File: src/rtl/flit_merge_arbiter.sv
// flit_merge_arbiter
// Merges two flit streams onto one registered output channel. Arbitration is
// round-robin at packet granularity: the winning input keeps the output until
// its tail flit (bit W-1 set) has been accepted. Every output flit is tagged
// with the input it came from. Latency is one cycle and throughput is one
// flit per cycle.
//
// Ports:
//   CLK                  clock, all state changes on the rising edge
//   RESET                synchronous active-high reset
//   in0_data/valid/ready input 0 flit channel
//   in1_data/valid/ready input 1 flit channel
//   out_data             registered output flit
//   out_src              input index that produced out_data
//   out_valid/out_ready  output channel handshake
//   busy                 high while a packet holds the output (not IDLE)
module flit_merge_arbiter #(
    parameter int W       = 9,
    parameter bit RR_INIT = 1'b0
) (
    input  logic         CLK,
    input  logic         RESET,
    input  logic [W-1:0] in0_data,
    input  logic         in0_valid,
    output logic         in0_ready,
    input  logic [W-1:0] in1_data,
    input  logic         in1_valid,
    output logic         in1_ready,
    output logic [W-1:0] out_data,
    output logic         out_src,
    output logic         out_valid,
    input  logic         out_ready,
    output logic         busy
);

    typedef enum logic [1:0] {
        IDLE  = 2'd0,
        LOCK0 = 2'd1,
        LOCK1 = 2'd2
    } state_t;

    state_t       state;
    state_t       state_next;
    logic         prio;
    logic         prio_next;
    logic         adv;
    logic         grant_valid;
    logic         grant_idx;
    logic         xfer;
    logic [W-1:0] grant_data;

    // The output register can take a new flit when it is empty or draining.
    assign adv = !out_valid || out_ready;

    // Grant selection. A locked input keeps the grant even while its valid is
    // low, so a bubble inside a packet stalls the other input.
    always_comb begin
        grant_valid = 1'b0;
        grant_idx   = prio;
        case (state)
            IDLE: begin
                if (in0_valid && in1_valid) begin
                    grant_valid = 1'b1;
                    grant_idx   = prio;
                end else if (in0_valid) begin
                    grant_valid = 1'b1;
                    grant_idx   = 1'b0;
                end else if (in1_valid) begin
                    grant_valid = 1'b1;
                    grant_idx   = 1'b1;
                end
            end
            LOCK0: begin
                grant_valid = 1'b1;
                grant_idx   = 1'b0;
            end
            LOCK1: begin
                grant_valid = 1'b1;
                grant_idx   = 1'b1;
            end
            default: begin
                grant_valid = 1'b0;
                grant_idx   = prio;
            end
        endcase
    end

    // Ready is held low during reset so nothing is consumed and then dropped.
    assign in0_ready  = !RESET && adv && grant_valid && !grant_idx;
    assign in1_ready  = !RESET && adv && grant_valid && grant_idx;
    assign grant_data = grant_idx ? in1_data : in0_data;
    assign xfer       = grant_idx ? (in1_valid && in1_ready) : (in0_valid && in0_ready);
    assign busy       = (state != IDLE);

    // Next state: a tail flit releases the lock and hands priority to the
    // other input; any other flit locks the output to its source.
    always_comb begin
        state_next = state;
        prio_next  = prio;
        if (xfer) begin
            if (grant_data[W-1]) begin
                state_next = IDLE;
                prio_next  = !grant_idx;
            end else begin
                state_next = grant_idx ? LOCK1 : LOCK0;
            end
        end
    end

    // State, priority and the single output register stage.
    always_ff @(posedge CLK) begin
        if (RESET) begin
            state     <= IDLE;
            prio      <= RR_INIT;
            out_valid <= 1'b0;
            out_data  <= '0;
            out_src   <= 1'b0;
        end else begin
            state <= state_next;
            prio  <= prio_next;
            if (xfer) begin
                out_data  <= grant_data;
                out_src   <= grant_idx;
                out_valid <= 1'b1;
            end else if (out_ready) begin
                out_valid <= 1'b0;
            end
        end
    end

endmodule

File: config.mk
export PLATFORM = sky130hd
export DESIGN_NAME = flit_merge_arbiter
export DESIGN_NICKNAME = d
export VERILOG_FILES = /design/src/rtl/flit_merge_arbiter.sv
export SDC_FILE = /design/constraint.sdc
export NUM_CORES = 1
export LEC_CHECK = 0
export ABC_AREA = 1
export CORE_MARGIN = 2
export CORE_UTILIZATION = 40
export CTS_CLUSTER_SIZE = 14
export DETAILED_ROUTE_END_ITERATION = 10
export MAX_ROUTING_LAYER = met4
export PLACE_DENSITY = 0.86
export SETUP_SLACK_MARGIN = 0.4
export SLEW_MARGIN = 20
export SYNTH_ARGS = -nofsm -noshare
export SYNTH_HDL_FRONTEND = slang
export SYNTH_SLANG_ARGS = --single-unit
File: constraint.sdc
create_clock -name CLK -period 1.8 [get_ports CLK]
set_input_delay 0.36 -clock CLK [delete_from_list [all_inputs] [get_ports CLK]]
set_output_delay 0.36 -clock CLK [all_outputs]
set_load 0.02 [all_outputs]
Run 1, register map, names as in the netlist:
Bar = 10 um. Other sequential cells in the stronger gray, the rest of the logic in the fainter gray.
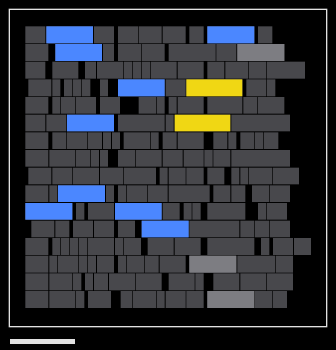
| color | signal | sequential cells |
|---|---|---|
| yellow | state | 2 |
| blue | out_data | 9 |

Run 1, placed cells, one color a class:
Bar = 10 um.
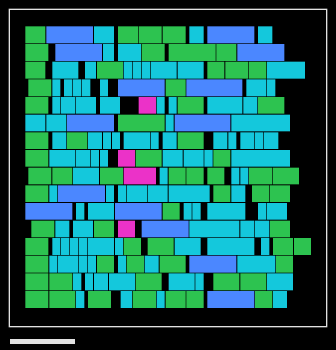
| color | class | cells |
|---|---|---|
| green | other buffers and delay cells | 63 |
| cyan | all other logic | 102 |
| magenta | clock drivers and dummy loads | 4 |
| blue | flops | 14 |

==> flow_summary.json, run 1 <==
{
  "final.hold.worst_slack_ns": 0.524,
  "post_cts.resized_instances": 66,
  "timing.hold.worst.class": "reg2reg",
  "warnings": 31,
  "die.size.x_um": 48.7,
  "clock_tree_from_tritoncts": "yes",
  "placement_rows": 16,
  "number_of_drc_violations_after_detailed_routing_iteration_0": 39,
  "detailroute.wirelength.met3_um": 278,
  "largest_net_degree_at_the_start_of_global_routing": 12,
  "maxUsedRoutingLayer": "met4",
  "async_flop_share_pct": 0,
  "flow.area_growth_from_synthesis_pct": 113,
  "cpMaxStageDelayCell": "sky130_fd_sc_hd__clkdlybuf4s50_1",
  "synthTopCellsByArea": "sky130_fd_sc_hd__dfxtp_1 (35%), sky130_fd_sc_hd__nand2_1 (18%), sky130_fd_sc_hd__nor2_1 (12%)",
  "finClkSkew_ns": 0.00629,
  "synth.yosys.num_cells": 120,
  "whs_path_depth": 2,
  "combAreaFraction_pct": 38.6,
  "critical_path.top_delay_family": "buffers and inverters",
  "power_per_cell_area_nw_per_um2": 1180,
  "area.sequential_um2": 288,
  "num-clock-buffers": 4,
  "global_route.overflow_total": 0,
  "p_int_mw": 1.12,
  "synth-adder-area-share_pct": 4.69,
  "final_layout_top_logic_cells": "sky130_fd_sc_hd__nand2_1 (25), sky130_fd_sc_hd__clkdlybuf4s50_1 (20), sky130_fd_sc_hd__buf_4 (16), sky130_fd_sc_hd__nor2_1 (14)",
  "fillers": 88,
  "num-nets-final": 210,
  "post_synth_tally_of_flip_flops_with_integrated_enable": 0,
  "comb_area_um2": 656,
  "syn-cell-area_um2": 800,
  "cap_violations": 0,
  "final_slew_viol_count": 0,
  "synth_largest_type_area_fraction_pct": 35.1,
  "hold_path_end": "out_src$_SDFFE_PP0P_",
  "fin_setup_tns_ns": -0.228,
  "power.ir.vdd_worst_v": 0.000831,
  "final_period_minus_worst_setup_slack_ns": 1.87,
  "layout.buffer.nonclock.area_share_pct": 35.9,
  "setup_repair_after_global_routing_missed_its_margin": "true",
  "fp_nets": 146,
  "synth_cell_type_count": 19,
  "ys_sh_aoi_pct": 13.0,
  "buffer_ports.inserted": 36,
  "tap-cell-count": 27,
  "floorplan.initialDensity_pct": 41.6,
  "grt_antenna_before_repair": 0,
  "cp_common_cell": "sky130_fd_sc_hd__nor2_4",
  "yosys_warnings": 0,
  "regToRegStartpoint": "state[1]$_SDFFE_PP0P_",
  "numSequentialCells": 14,
  "chip_area_um2": 2370,
  "worst_setup_path_end_kind": "output pin",
  "synthXorXnorAreaFrac_pct": 0,
  "met2WireLength_um": 1960,
  "dp_worst_setup_slack_ns": -0.502,
  "dp_hpwl_um": 1680,
  "startpoint_of_the_lowest_slack_hold_path": "out_src$_SDFFE_PP0P_",
  "yosysTopAreaCell": "sky130_fd_sc_hd__dfxtp_1",
  "outcome": "finished with violations",
  "cts_buffer_depth": 2,
  "cellLeakagePower_nw": 0.774,
  "critPathLaunch": "RESET",
  "layout_top_cell_excl_fill_tap": "sky130_fd_sc_hd__nand2_1",
  "ant_nets": 0,
  "wl_met1_um": 1420,
  "largest_cell_class": "logic gates",
  "setup_slack_ns": -0.0650,
  "total_buffers_and_inverters_traversed_by_the_critical_path": 3,
  "post_route_cells_drive_above_1_share_pct": 50.3,
  "finalWeightedCongestion": 0.824,
  "cp_cell_sequence": "clkdlybuf4s50_1 > nor2_4 > nand2_2 > a21oi_4 > inv_2 > nor2_4 > buf_6",
  "finalSetupViolations": 7,
  "top_logic_kind": "simple AND/OR/NAND/NOR gates",
  "ys_seq_elements": 14,
  "failed_checks": "negative setup slack",
  "switching_share_pct": 44.3
}
Run 1, routing congestion map:
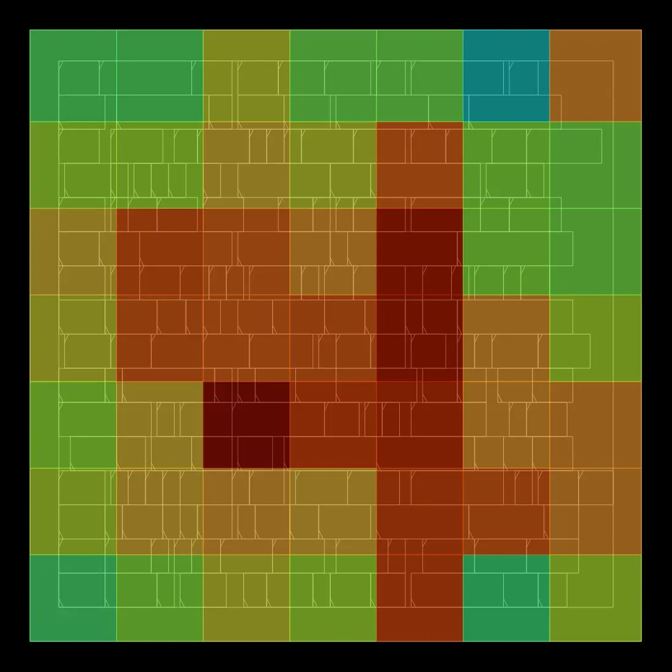
grt met1 use: 26.4%
utilization of the core after routing: 88.5%
GR peak layer: met2
routed wire length per instance: 18.0 um
global-route track usage on met2: 45.2%

Run 1, clock wires, drivers and flops:
Bar = 10 um.
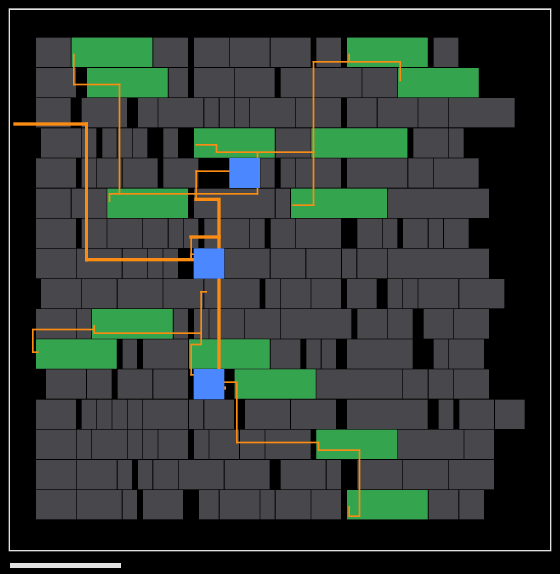
[green] flip-flops | count: 14
[blue] cells driving clock nets | count: 3
[orange] clock wires | length: 190 um
routed clock nets: 4

[run 1: power by group through the flow]
stage / clock network (mW) / logic (mW) / registers, mW
after floorplan: 0 / 0.464 / 0.484
after global placement: 0 / 0.820 / 0.423
after detailed placement: 0 / 0.844 / 0.425
after CTS: 0.231 / 1.02 / 0.429
after global routing: 0.245 / 1.38 / 0.453
final: 0.235 / 1.32 / 0.446
[run 1: per-stage QoR]
stage / instances / total power, mW / area (um^2)
after detailed placement: 192 / 1.27 / 1310
after floorplan: 120 / 0.948 / 847
after global routing: 210 / 2.08 / 1700
final: 210 / 2.00 / 1700
after CTS: 203 / 1.68 / 1500
after global placement: 192 / 1.24 / 1310
[run 1: registers in the layout (all words and copies together) (netlist names)]
signal,cells
out_data,9
state,2
out_src,1
out_valid,1
prio,1
--- run 2 (diff from run 1) ---
- SETUP_SLACK_MARGIN: 0.4 -> 0.5
Run 2, placed cells, one color a class:
Bar = 10 um.
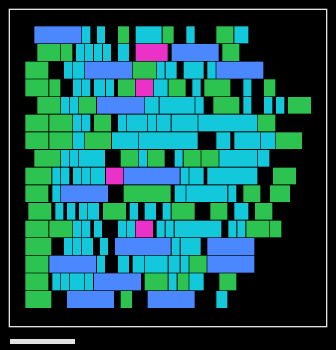
| color | class | cells |
|---|---|---|
| blue | flops | 14 |
| magenta | clock drivers and dummy loads | 4 |
| cyan | all other logic | 101 |
| green | other buffers and delay cells | 55 |

==> run 2 against run 1 <==
Net effect: worst setup slack better by 0.024 ns; the run still ends with negative setup slack left; synthesized cell count stayed put; largest power group unchanged; via count is 14% lower; die area stayed put; highest routed layer unchanged; sequential cell count stayed put; sequential share of layout area is 3.0 points higher; synthesized area stayed put; non-clock buffer count is 8 lower; first-iteration DRC count is 67% lower.
==> flow_summary.json, run 2 <==
{
  "layout.buffer.nonclock.area_share_pct": 33.9,
  "num-nets-final": 201,
  "top_usage_layer": "met2",
  "largest_net_degree_at_the_start_of_global_routing": 12,
  "die.size.x_um": 48.7,
  "comb_area_um2": 537,
  "cp_common_cell": "sky130_fd_sc_hd__inv_4",
  "chip_area_um2": 2370,
  "placement_rows": 16,
  "met1_usage_pct": 20.2,
  "post_cts.resized_instances": 53,
  "largest_reg_flops": 9,
  "area.sequential_um2": 288,
  "crit_end": "in0_ready",
  "yosysTopAreaCell": "sky130_fd_sc_hd__dfxtp_1",
  "warnings": 31,
  "synthXorXnorAreaFrac_pct": 0,
  "synth_largest_type_area_fraction_pct": 35.1,
  "dp_hpwl_um": 1620,
  "cap_violations": 0,
  "finalWeightedCongestion": 0.835,
  "ant_nets": 0,
  "logic_gate_count": 89,
  "synth.yosys.num_cells": 120,
  "flow.area_growth_from_synthesis_pct": 80.6,
  "fin_setup_tns_ns": -0.0675,
  "critPathLaunch": "state[0]$_SDFFE_PP0P_",
  "met2WireLength_um": 1340,
  "detailroute.wirelength.met3_um": 127,
  "synth-adder-area-share_pct": 4.69,
  "post_synth_tally_of_flip_flops_with_integrated_enable": 0,
  "maxUsedRoutingLayer": "met4",
  "num-clock-buffers": 4,
  "clock_tree_from_tritoncts": "yes",
  "comb_power_mw": 0.952,
  "post_route_cells_drive_above_1_share_pct": 39.1,
  "fp_nets": 146,
  "clk_power_mw": 0.233,
  "ys_sh_aoi_pct": 13.0,
  "fillers": 147,
  "setup_slack_ns": -0.0410,
  "power_per_cell_area_nw_per_um2": 1120,
  "total_power_mw": 1.62,
  "synth_cell_type_count": 19,
  "buffer_ports.inserted": 36,
  "finalSetupViolations": 2,
  "hold_path_end": "out_data[8]$_SDFFE_PP0P_",
  "dp_worst_setup_slack_ns": -0.528,
  "critical_path.top_delay_family": "flip-flops",
  "setup_repair_after_global_routing_missed_its_margin": "true",
  "final_layout_top_logic_cells": "sky130_fd_sc_hd__nand2_1 (35), sky130_fd_sc_hd__clkdlybuf4s50_1 (21), sky130_fd_sc_hd__nor2_1 (18), sky130_fd_sc_hd__buf_4 (16), sky130_fd_sc_hd__dfxtp_1 (12)",
  "async_flop_share_pct": 0,
  "switching_share_pct": 42.3,
  "p_int_mw": 0.934,
  "syn-cell-area_um2": 800,
  "final_period_minus_worst_setup_slack_ns": 1.84,
  "numPlacedInstances": 193,
  "max_slew_margin_pct": 79.2,
  "post_layout_nonfiller_instances": 201,
  "tap-cell-count": 27,
  "met2_usage_pct": 39.5,
  "floorplan.initialDensity_pct": 41.6,
  "regToRegStartpoint": "state[0]$_SDFFE_PP0P_",
  "startpoint_of_the_lowest_slack_hold_path": "out_data[8]$_SDFFE_PP0P_",
  "ys_seq_elements": 14,
  "numSequentialCells": 14,
  "power.ir.vdd_worst_v": 0.000678,
  "yosys_warnings": 0,
  "timing.hold.worst.class": "reg2reg",
  "final_slew_viol_count": 0,
  "dpl-instance-area_um2": 1320,
  "synthTopCellsByArea": "sky130_fd_sc_hd__dfxtp_1 (35%), sky130_fd_sc_hd__nand2_1 (18%), sky130_fd_sc_hd__nor2_1 (12%)",
  "number_of_drc_violations_after_detailed_routing_iteration_0": 13,
  "total_buffers_and_inverters_traversed_by_the_critical_path": 4,
  "failed_checks": "negative setup slack",
  "biggestRegsByFlops": "out_data x9, state x2",
  "top_power_group": "combinational logic",
  "largest-register": "out_data",
  "whs_path_depth": 2,
  "outcome": "finished with violations",
  "layout_top_cell_excl_fill_tap": "sky130_fd_sc_hd__nand2_1",
  "combAreaFraction_pct": 37.2,
  "pwr.group.sequential_mw": 0.432,
  "worst_setup_path_end_kind": "output pin",
  "wl_met1_um": 957,
  "insertion_delay_ns": 0.28
}
==> run 2: cell count changes in the layout (fill, tap and decap cells not counted), moves of 3 or more <==
cell	change
sky130_fd_sc_hd__dlygate4sd2_1	-11
sky130_fd_sc_hd__nand2_1	+10
sky130_fd_sc_hd__clkbuf_2	+8
sky130_fd_sc_hd__o21ai_0	+8
sky130_fd_sc_hd__o21ai_2	-8
sky130_fd_sc_hd__buf_6	-7
sky130_fd_sc_hd__nand2_2	-6
sky130_fd_sc_hd__nand2_4	-4
sky130_fd_sc_hd__nor2_1	+4
sky130_fd_sc_hd__clkdlybuf4s15_2	+3
sky130_fd_sc_hd__nor2_4	-3
Power and IR drop assume default switching activity.
